**config.mk**
```make
export PLATFORM = sky130hd
export DESIGN_NAME = packet_scheduler
export DESIGN_NICKNAME = d
export VERILOG_FILES = /design/src/rtl/hdmi_packet_pkg.sv /design/src/rtl/audio_sample_fifo.sv /design/src/rtl/packet_scheduler.sv
export SDC_FILE = /design/constraint.sdc
export NUM_CORES = 1
export LEC_CHECK = 0
export CAP_MARGIN = 20
export CORE_MARGIN = 2
export CORE_UTILIZATION = 45
export CTS_CLUSTER_SIZE = 24
export DETAILED_ROUTE_END_ITERATION = 8
export DONT_BUFFER_PORTS = 1
export PLACE_DENSITY = 0.6
export SKIP_CTS_REPAIR_TIMING = 1
export SLEW_MARGIN = 25
export SYNTH_ARGS = -nofsm -noshare
export SYNTH_HDL_FRONTEND = slang
export SYNTH_SLANG_ARGS = --single-unit
export TNS_END_PERCENT = 10
```
**constraint.sdc**
```tcl
create_clock -name clk_pixel -period 6.1 [get_ports clk_pixel]
set_input_delay 1.525 -clock clk_pixel [delete_from_list [all_inputs] [get_ports clk_pixel]]
set_output_delay 1.525 -clock clk_pixel [all_outputs]
set_load 0.005 [all_outputs]
```
**src/rtl/hdmi_packet_pkg.sv**
```systemverilog
// Shared HDMI data-island constants: packet type codes, IEC60958 frame count
// and the audio sample packet layout selector.
package hdmi_packet_pkg;

  localparam logic [7:0] PKT_NULL  = 8'h00;
  localparam logic [7:0] PKT_ACR   = 8'h01;
  localparam logic [7:0] PKT_AUDIO = 8'h02;
  localparam logic [7:0] PKT_AVI   = 8'h82;
  localparam logic [7:0] PKT_SPD   = 8'h83;
  localparam logic [7:0] PKT_AINFO = 8'h84;

  localparam int IEC_FRAMES = 192;

  typedef enum logic {
    LAYOUT_2CH = 1'b0,
    LAYOUT_8CH = 1'b1
  } layout_e;

endpackage

```
**src/rtl/audio_sample_fifo.sv**
```systemverilog
// Multichannel audio sample FIFO with a parallel look-ahead read of up to
// RD_PORTS entries and a variable pop of 0..4 entries per cycle.
module audio_sample_fifo #(
  parameter int WIDTH    = 48,
  parameter int DEPTH    = 8,
  parameter int RD_PORTS = 4,
  localparam int PW      = $clog2(DEPTH),
  localparam int CW      = PW + 1
) (
  input  logic                          clk_pixel,
  input  logic                          reset_n,
  input  logic                          push,
  input  logic [WIDTH-1:0]              push_data,
  input  logic [2:0]                    pop,
  output logic                          full,
  output logic [CW-1:0]                 count,
  output logic [RD_PORTS-1:0][WIDTH-1:0] rd_data
);

  logic [WIDTH-1:0] mem [DEPTH];
  logic [PW-1:0]    wr_ptr;
  logic [PW-1:0]    rd_ptr;
  logic             push_acc;

  assign full     = (count == CW'(DEPTH));
  assign push_acc = push && !full;

  // The caller never pops more than count, so pop only sees entries present before the edge
  always_ff @(posedge clk_pixel or negedge reset_n) begin
    if (!reset_n) begin
      wr_ptr <= '0;
      rd_ptr <= '0;
      count  <= '0;
    end else begin
      if (push_acc) wr_ptr <= wr_ptr + PW'(1);
      rd_ptr <= rd_ptr + PW'(pop);
      count  <= count + CW'(push_acc) - CW'(pop);
    end
  end

  always_ff @(posedge clk_pixel) begin
    if (push_acc) mem[wr_ptr] <= push_data;
  end

  always_comb begin
    for (int i = 0; i < RD_PORTS; i++) rd_data[i] = mem[rd_ptr + PW'(i)];
  end

endmodule

```
**src/rtl/packet_scheduler.sv**
```systemverilog
// HDMI data-island packet scheduler: arbitrates ACR, audio sample, InfoFrame
// and null packets, packing queued audio samples in layout 0 or layout 1.
module packet_scheduler import hdmi_packet_pkg::*; #(
  parameter int                          AUDIO_BIT_WIDTH  = 24,
  parameter int                          NUM_CHANNELS     = 2,
  parameter int                          FIFO_DEPTH       = 8,
  parameter int                          NUM_INFOFRAMES   = 3,
  parameter logic [8*NUM_INFOFRAMES-1:0] INFOFRAME_TYPES  = {PKT_SPD, PKT_AVI, PKT_AINFO},
  parameter int                          INFOFRAME_PERIOD = 1
) (
  input  logic                                    clk_pixel,
  input  logic                                    reset_n,
  input  logic                                    video_field_end,
  input  logic                                    packet_enable,
  input  logic [4:0]                              packet_pixel_counter,
  input  logic                                    acr_wrap,
  input  logic                                    sample_valid,
  output logic                                    sample_ready,
  input  logic [NUM_CHANNELS*AUDIO_BIT_WIDTH-1:0] sample_word,
  output logic [7:0]                              packet_type,
  output logic [191:0]                            audio_sample_word_packet,
  output logic [3:0]                              audio_sample_word_present_packet,
  output logic                                    layout,
  output logic [7:0]                              frame_counter
);

  localparam layout_e LAYOUT   = (NUM_CHANNELS == 8) ? LAYOUT_8CH : LAYOUT_2CH;
  localparam int      SW       = NUM_CHANNELS * AUDIO_BIT_WIDTH;
  localparam int      CW       = $clog2(FIFO_DEPTH) + 1;
  localparam int      RD_PORTS = (LAYOUT == LAYOUT_8CH) ? 1 : 4;

  function automatic logic [23:0] pad24(input logic [AUDIO_BIT_WIDTH-1:0] s);
    return 24'(s) << (24 - AUDIO_BIT_WIDTH);
  endfunction

  function automatic logic [7:0] frame_advance(input logic [7:0] fc, input logic [2:0] n);
    logic [8:0] s;
    s = {1'b0, fc} + {6'b0, n};
    if (s >= 9'(IEC_FRAMES)) s = s - 9'(IEC_FRAMES);
    return s[7:0];
  endfunction

  logic                         fifo_full;
  logic [CW-1:0]                fifo_count;
  logic [RD_PORTS-1:0][SW-1:0]  fifo_rd;
  logic [2:0]                   avail_n_p0;
  logic [2:0]                   pop_p0;
  logic [191:0]                 payload_p0;
  logic [3:0]                   present_p0;
  logic                         acr_due_p0;
  logic                         audio_sel_p0;
  logic                         if_hit_p0;
  logic [NUM_INFOFRAMES-1:0]    if_mask_p0;
  logic [7:0]                   if_type_p0;

  logic [191:0]                 payload_p1;
  logic [3:0]                   present_p1;
  logic                         last_acr;
  logic [NUM_INFOFRAMES-1:0]    pending_q;
  logic [7:0]                   field_cnt_q;
  logic [2:0]                   last_n_q;

  audio_sample_fifo #(
    .WIDTH    (SW),
    .DEPTH    (FIFO_DEPTH),
    .RD_PORTS (RD_PORTS)
  ) u_fifo (
    .clk_pixel (clk_pixel),
    .reset_n   (reset_n),
    .push      (sample_valid),
    .push_data (sample_word),
    .pop       (pop_p0),
    .full      (fifo_full),
    .count     (fifo_count),
    .rd_data   (fifo_rd)
  );

  assign sample_ready = !fifo_full;
  assign layout       = LAYOUT;

  // Stage p0: decision inputs and combinational payload packing
  assign acr_due_p0   = (acr_wrap != last_acr);
  assign audio_sel_p0 = packet_enable && !video_field_end && !acr_due_p0 && (fifo_count != '0);
  assign pop_p0       = audio_sel_p0 ? avail_n_p0 : 3'd0;

  if (LAYOUT == LAYOUT_2CH) begin : g_layout0
    assign avail_n_p0 = (fifo_count >= CW'(4)) ? 3'd4 : 3'(fifo_count);
    always_comb begin
      payload_p0 = '0;
      present_p0 = '0;
      for (int i = 0; i < 4; i++) begin
        if (3'(i) < avail_n_p0) begin
          payload_p0[48*i +: 24]    = pad24(fifo_rd[i][0 +: AUDIO_BIT_WIDTH]);
          payload_p0[48*i+24 +: 24] = pad24(fifo_rd[i][AUDIO_BIT_WIDTH +: AUDIO_BIT_WIDTH]);
          present_p0[i]             = 1'b1;
        end
      end
    end
  end else begin : g_layout1
    assign avail_n_p0 = (fifo_count != '0) ? 3'd1 : 3'd0;
    always_comb begin
      payload_p0 = '0;
      present_p0 = 4'b1111;
      for (int i = 0; i < 4; i++) begin
        payload_p0[48*i +: 24]    = pad24(fifo_rd[0][2*i*AUDIO_BIT_WIDTH +: AUDIO_BIT_WIDTH]);
        payload_p0[48*i+24 +: 24] = pad24(fifo_rd[0][(2*i+1)*AUDIO_BIT_WIDTH +: AUDIO_BIT_WIDTH]);
      end
    end
  end

  // Lowest pending index wins, so scan from the top and let the last hit stand
  always_comb begin
    if_hit_p0  = 1'b0;
    if_mask_p0 = '0;
    if_type_p0 = PKT_NULL;
    for (int i = NUM_INFOFRAMES - 1; i >= 0; i--) begin
      if (pending_q[i]) begin
        if_hit_p0  = 1'b1;
        if_mask_p0 = NUM_INFOFRAMES'(1) << i;
        if_type_p0 = INFOFRAME_TYPES[8*i +: 8];
      end
    end
  end

  // Stage p1: registered decision; field end drops any simultaneous request
  always_ff @(posedge clk_pixel or negedge reset_n) begin
    if (!reset_n) begin
      packet_type <= PKT_NULL;
      payload_p1  <= '0;
      present_p1  <= '0;
      last_acr    <= 1'b0;
      pending_q   <= '1;
      field_cnt_q <= '0;
      last_n_q    <= '0;
    end else if (video_field_end) begin
      packet_type <= PKT_NULL;
      if (field_cnt_q == 8'(INFOFRAME_PERIOD - 1)) begin
        field_cnt_q <= '0;
        pending_q   <= '1;
      end else begin
        field_cnt_q <= field_cnt_q + 8'd1;
      end
    end else if (packet_enable) begin
      if (acr_due_p0) begin
        packet_type <= PKT_ACR;
        last_acr    <= acr_wrap;
      end else if (audio_sel_p0) begin
        packet_type <= PKT_AUDIO;
        payload_p1  <= payload_p0;
        present_p1  <= present_p0;
        last_n_q    <= avail_n_p0;
      end else if (if_hit_p0) begin
        packet_type <= if_type_p0;
        pending_q   <= pending_q & ~if_mask_p0;
      end else begin
        packet_type <= PKT_NULL;
      end
    end
  end

  always_ff @(posedge clk_pixel or negedge reset_n) begin
    if (!reset_n) begin
      frame_counter <= '0;
    end else if (packet_pixel_counter == 5'd31 && packet_type == PKT_AUDIO) begin
      frame_counter <= frame_advance(frame_counter, last_n_q);
    end
  end

  assign audio_sample_word_packet         = payload_p1;
  assign audio_sample_word_present_packet = present_p1;

endmodule
```
### Wiring heat map

(1.5 px per micron) The die is cut into 27 by 27 equal tiles; white is low, dark blue is high, scaled to the fullest tile. Values are wire area over tile area, all layers added.
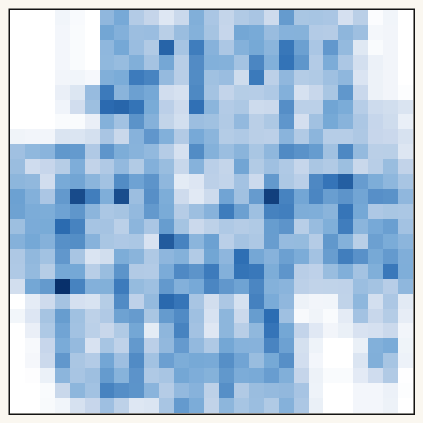
nearly empty tiles: 7.7%
mean over tiles: 0.18
tiles over half the peak: 23%
fullest tile: 0.50
detail-routed net length per standard cell: 27.9 microns
total via count in the routed design: 18.2k

### Close-up of the layout

Window x 119 to 149, y 66 to 96 microns. Cells in gray, sequential cells in the stronger gray; small squares are vias.
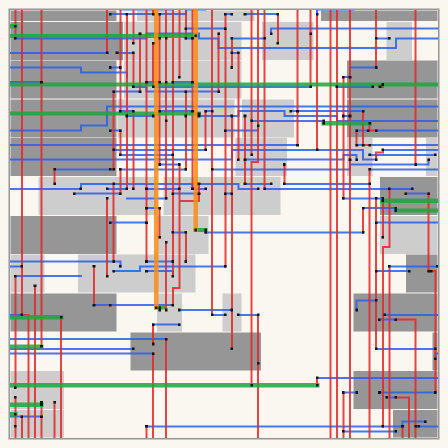
legend:
  orange:
    layer: M4
  blue:
    layer: M1
  red:
    layer: M2
  green:
    layer: M3
cells with their middle in the window: 26
most frequent: edfxtp_1 (9), mux4_2 (6), mux2i_1 (4)
netlist names of flops here include: u_fifo.mem (9), audio_sample_word_packet (2)
sequential cells in the window: 11

### Track usage over the die

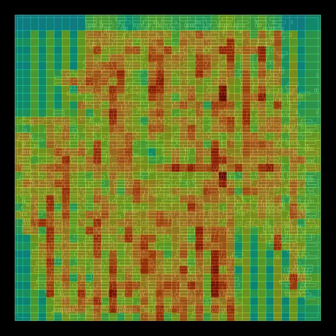
all-layer global routing usage: 0.223
final core utilization: 0.499

### Metal 4

(2 px per micron) Supply wires on this layer in gray.
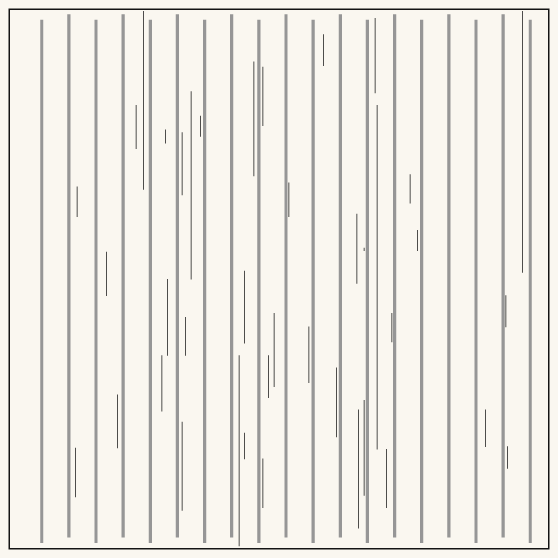
share of all routed wire: 1.8%
wire length on this layer: 1470 microns
total length of routed wires: 80000 microns

### Logic cells by family

(2 px per micron)
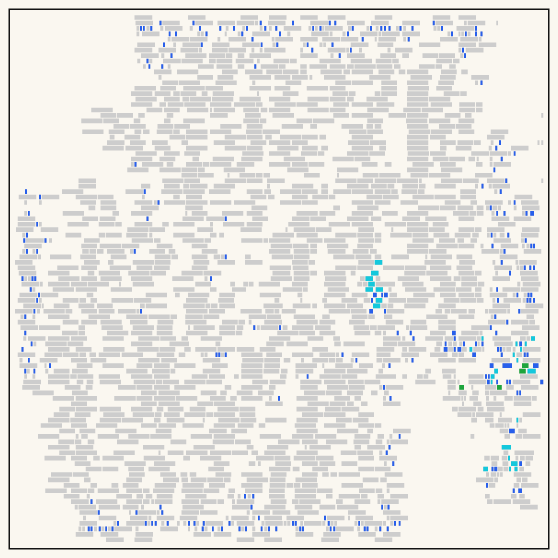
legend:
  cyan:
    family: nor cells
    cells: 27
    most_used: nor2_1
  blue:
    family: nand cells
    cells: 238
    most_used: nand2_1
    where: widely spread
  green:
    family: non-inverting ao/oa cells
    cells: 4
    most_used: a21o_1

==> layout make-up <==
cell class | instances | area (sq um)
clock buffer | 87 | 1910
inverter | 16 | 60.1
timing repair buffer | 39 | 419
multi-input combinational | 1126 | 13600
sequential | 616 | 17400
tap | 940 | 1180
clock inverter | 42 | 337
fill | 5712 | 34900
==> final timing paths <==
kind	start	end	slack, ns	cells past startpoint
min	field_cnt_q[7]	field_cnt_q[7]	0.46	1
max reg2reg	u_fifo.rd_ptr[0]	audio_sample_word_packet[88]	2.72	6
min reg2reg	field_cnt_q[7]	field_cnt_q[7]	0.46	1
min in group asynchronous	reset_n	frame_counter[4]	0.62	0
max	u_fifo.rd_ptr[0]	audio_sample_word_packet[88]	2.72	6
max in group asynchronous	reset_n	audio_sample_word_packet[70]	5.15	0
==> results.txt <==
Item: results of the latest flow run.

- Per the detail_route report, vias per standard cell equal 6.36.
- The cell family contributing the most delay on the critical path is flip-flops.
- The share of synthesized area in the top cell type comes to 0.365.
- The remaining global-route overflow is 0.
- Per report_power, the Sequential row totals 6640 uW.
- In this run the tightest slew margin relative to its limit is 0.310.
- Per the CTS log, the buffer count on the longest clock path is 3.
- In the Yosys report the total cell count is 1913.
- According to the timing report, the data required time at the worst endpoint equals 6.58 ns.
- The final timing report lists clock skew as 0.0249 ns.
- The largest part of the power goes to combinational cells.
- In this run the critical path is formed by inv_1 -> ha_4 -> buf_12 -> mux4_2 -> mux2i_1 -> o21ai_1.
- In this run the full chip footprint comes out at 72300 sq um.
- The script reports the combined buffer and inverter count of the critical path as 2.
- The detailed router's first-iteration violation count is 1524.
- The largest register by flop count is u_fifo.mem.
- The clock net in this run drives a total of 616 sinks.
- The initial antenna violation count is 1.
- According to the finish report, the design has a final net count of 1947.
- The run finished with clean final reports.
- The total placed instance area is 32600 sq um.
- The simple-gate portion of the synthesized area is 0.0370.
- The floorplan has 97 rows.
- The first global-routing pass estimated 120000 microns of wire.
- Note, the detailed placer reported a final HPWL of 50600 microns.
- The power per standard cell area is 545 nW/um^2.
- For met1 alone, demand over resource in global routing was 0.294.
- The switching portion of total power comes to 0.365.
- The final count of hold timing violations is 0.
- TritonCTS built the clock tree.
- Counting instances in the post-synthesis netlist gives the leading cell types as edfxtp_1 (384), mux4_2 (384), dfrtp_1 (229), nand2_1 (221), mux2i_1 (194).
- The number of H-tree levels is 3.
- The global routing usage on met3 is 0.0574.
- Of the total power, the clock network draws 0.216.
- Per Yosys stat, the portion of area used by sequential elements is 0.549.
- The final critical-path share of the clock period is 0.554.
- The largest single stage delay on the critical path is 0.90 ns.
- After floorplanning, the core was sized to cover 69800 sq um.
- The width of the die is 269 microns.
- Yosys reports a chip area of 31600 sq um.
- The gate count of the mapped netlist is 1913.
- The global-route met2 utilization is 0.372.
- The proportion of layout cells with a drive suffix above 1 is 0.292.
- Looking at the setup timing report, the critical path kind is reg -> reg.
- The netlist area before placement is 31600 sq um.
- The Yosys step of the flow raised 0 warnings.
- The total of buffers placed on input and output ports is 0.
- A synthesized cell averages 16.5 sq um.
- The clock reaches the later pin of the worst-skew pair after 0.62 ns.
- The clock-net power is 4110 uW.
- The post-synthesis share of cell area spent on full adders, half adders and majority gates is 0.00824.
- The combinational logic power is 8240 uW.
- The count of endpoints failing setup in the final report is 0.
- The and-or/or-and share of the synthesized area is 0.0375.
- In this run, placement finished with an instance count of 2736.
- In the final timing run, aggregate negative setup slack is 0 ns.
- The worst path meets setup with 2.72 ns of slack.
- Before CTS, the worst setup slack after placement is 2.14 ns.
- The leading area contributor after synthesis is edfxtp_1.
- Looking at the max-slew report, the worst-margin pin has a slew of 1.04 ns.
- The synthesized flop and latch total is 616.
- The net switching power in the latest report is 6940 uW.
- Looking at the cell usage after synthesis, the top flip-flop cell is edfxtp_1.
- For this run, the script counts the antenna cells in the layout as 0.
- The tightest hold margin is 0.461 ns.
- The fraction of registers with async set/reset is 0.377.
- The global-route layer with the greatest usage is met2.
- After detailed routing, the wire length on met1 is 31600 microns.
- The routed length on met2 is 40500 microns.
- The max-capacitance violation count is 0.
- Cell internal power was estimated by the tool at 12100 uW.
- The number of warnings the tools reported is 34.
- Timing would allow up to 296 MHz.
- The worst min-delay path class is reg -> reg.
No activity file was given, so power comes from the tool's default toggle rates.
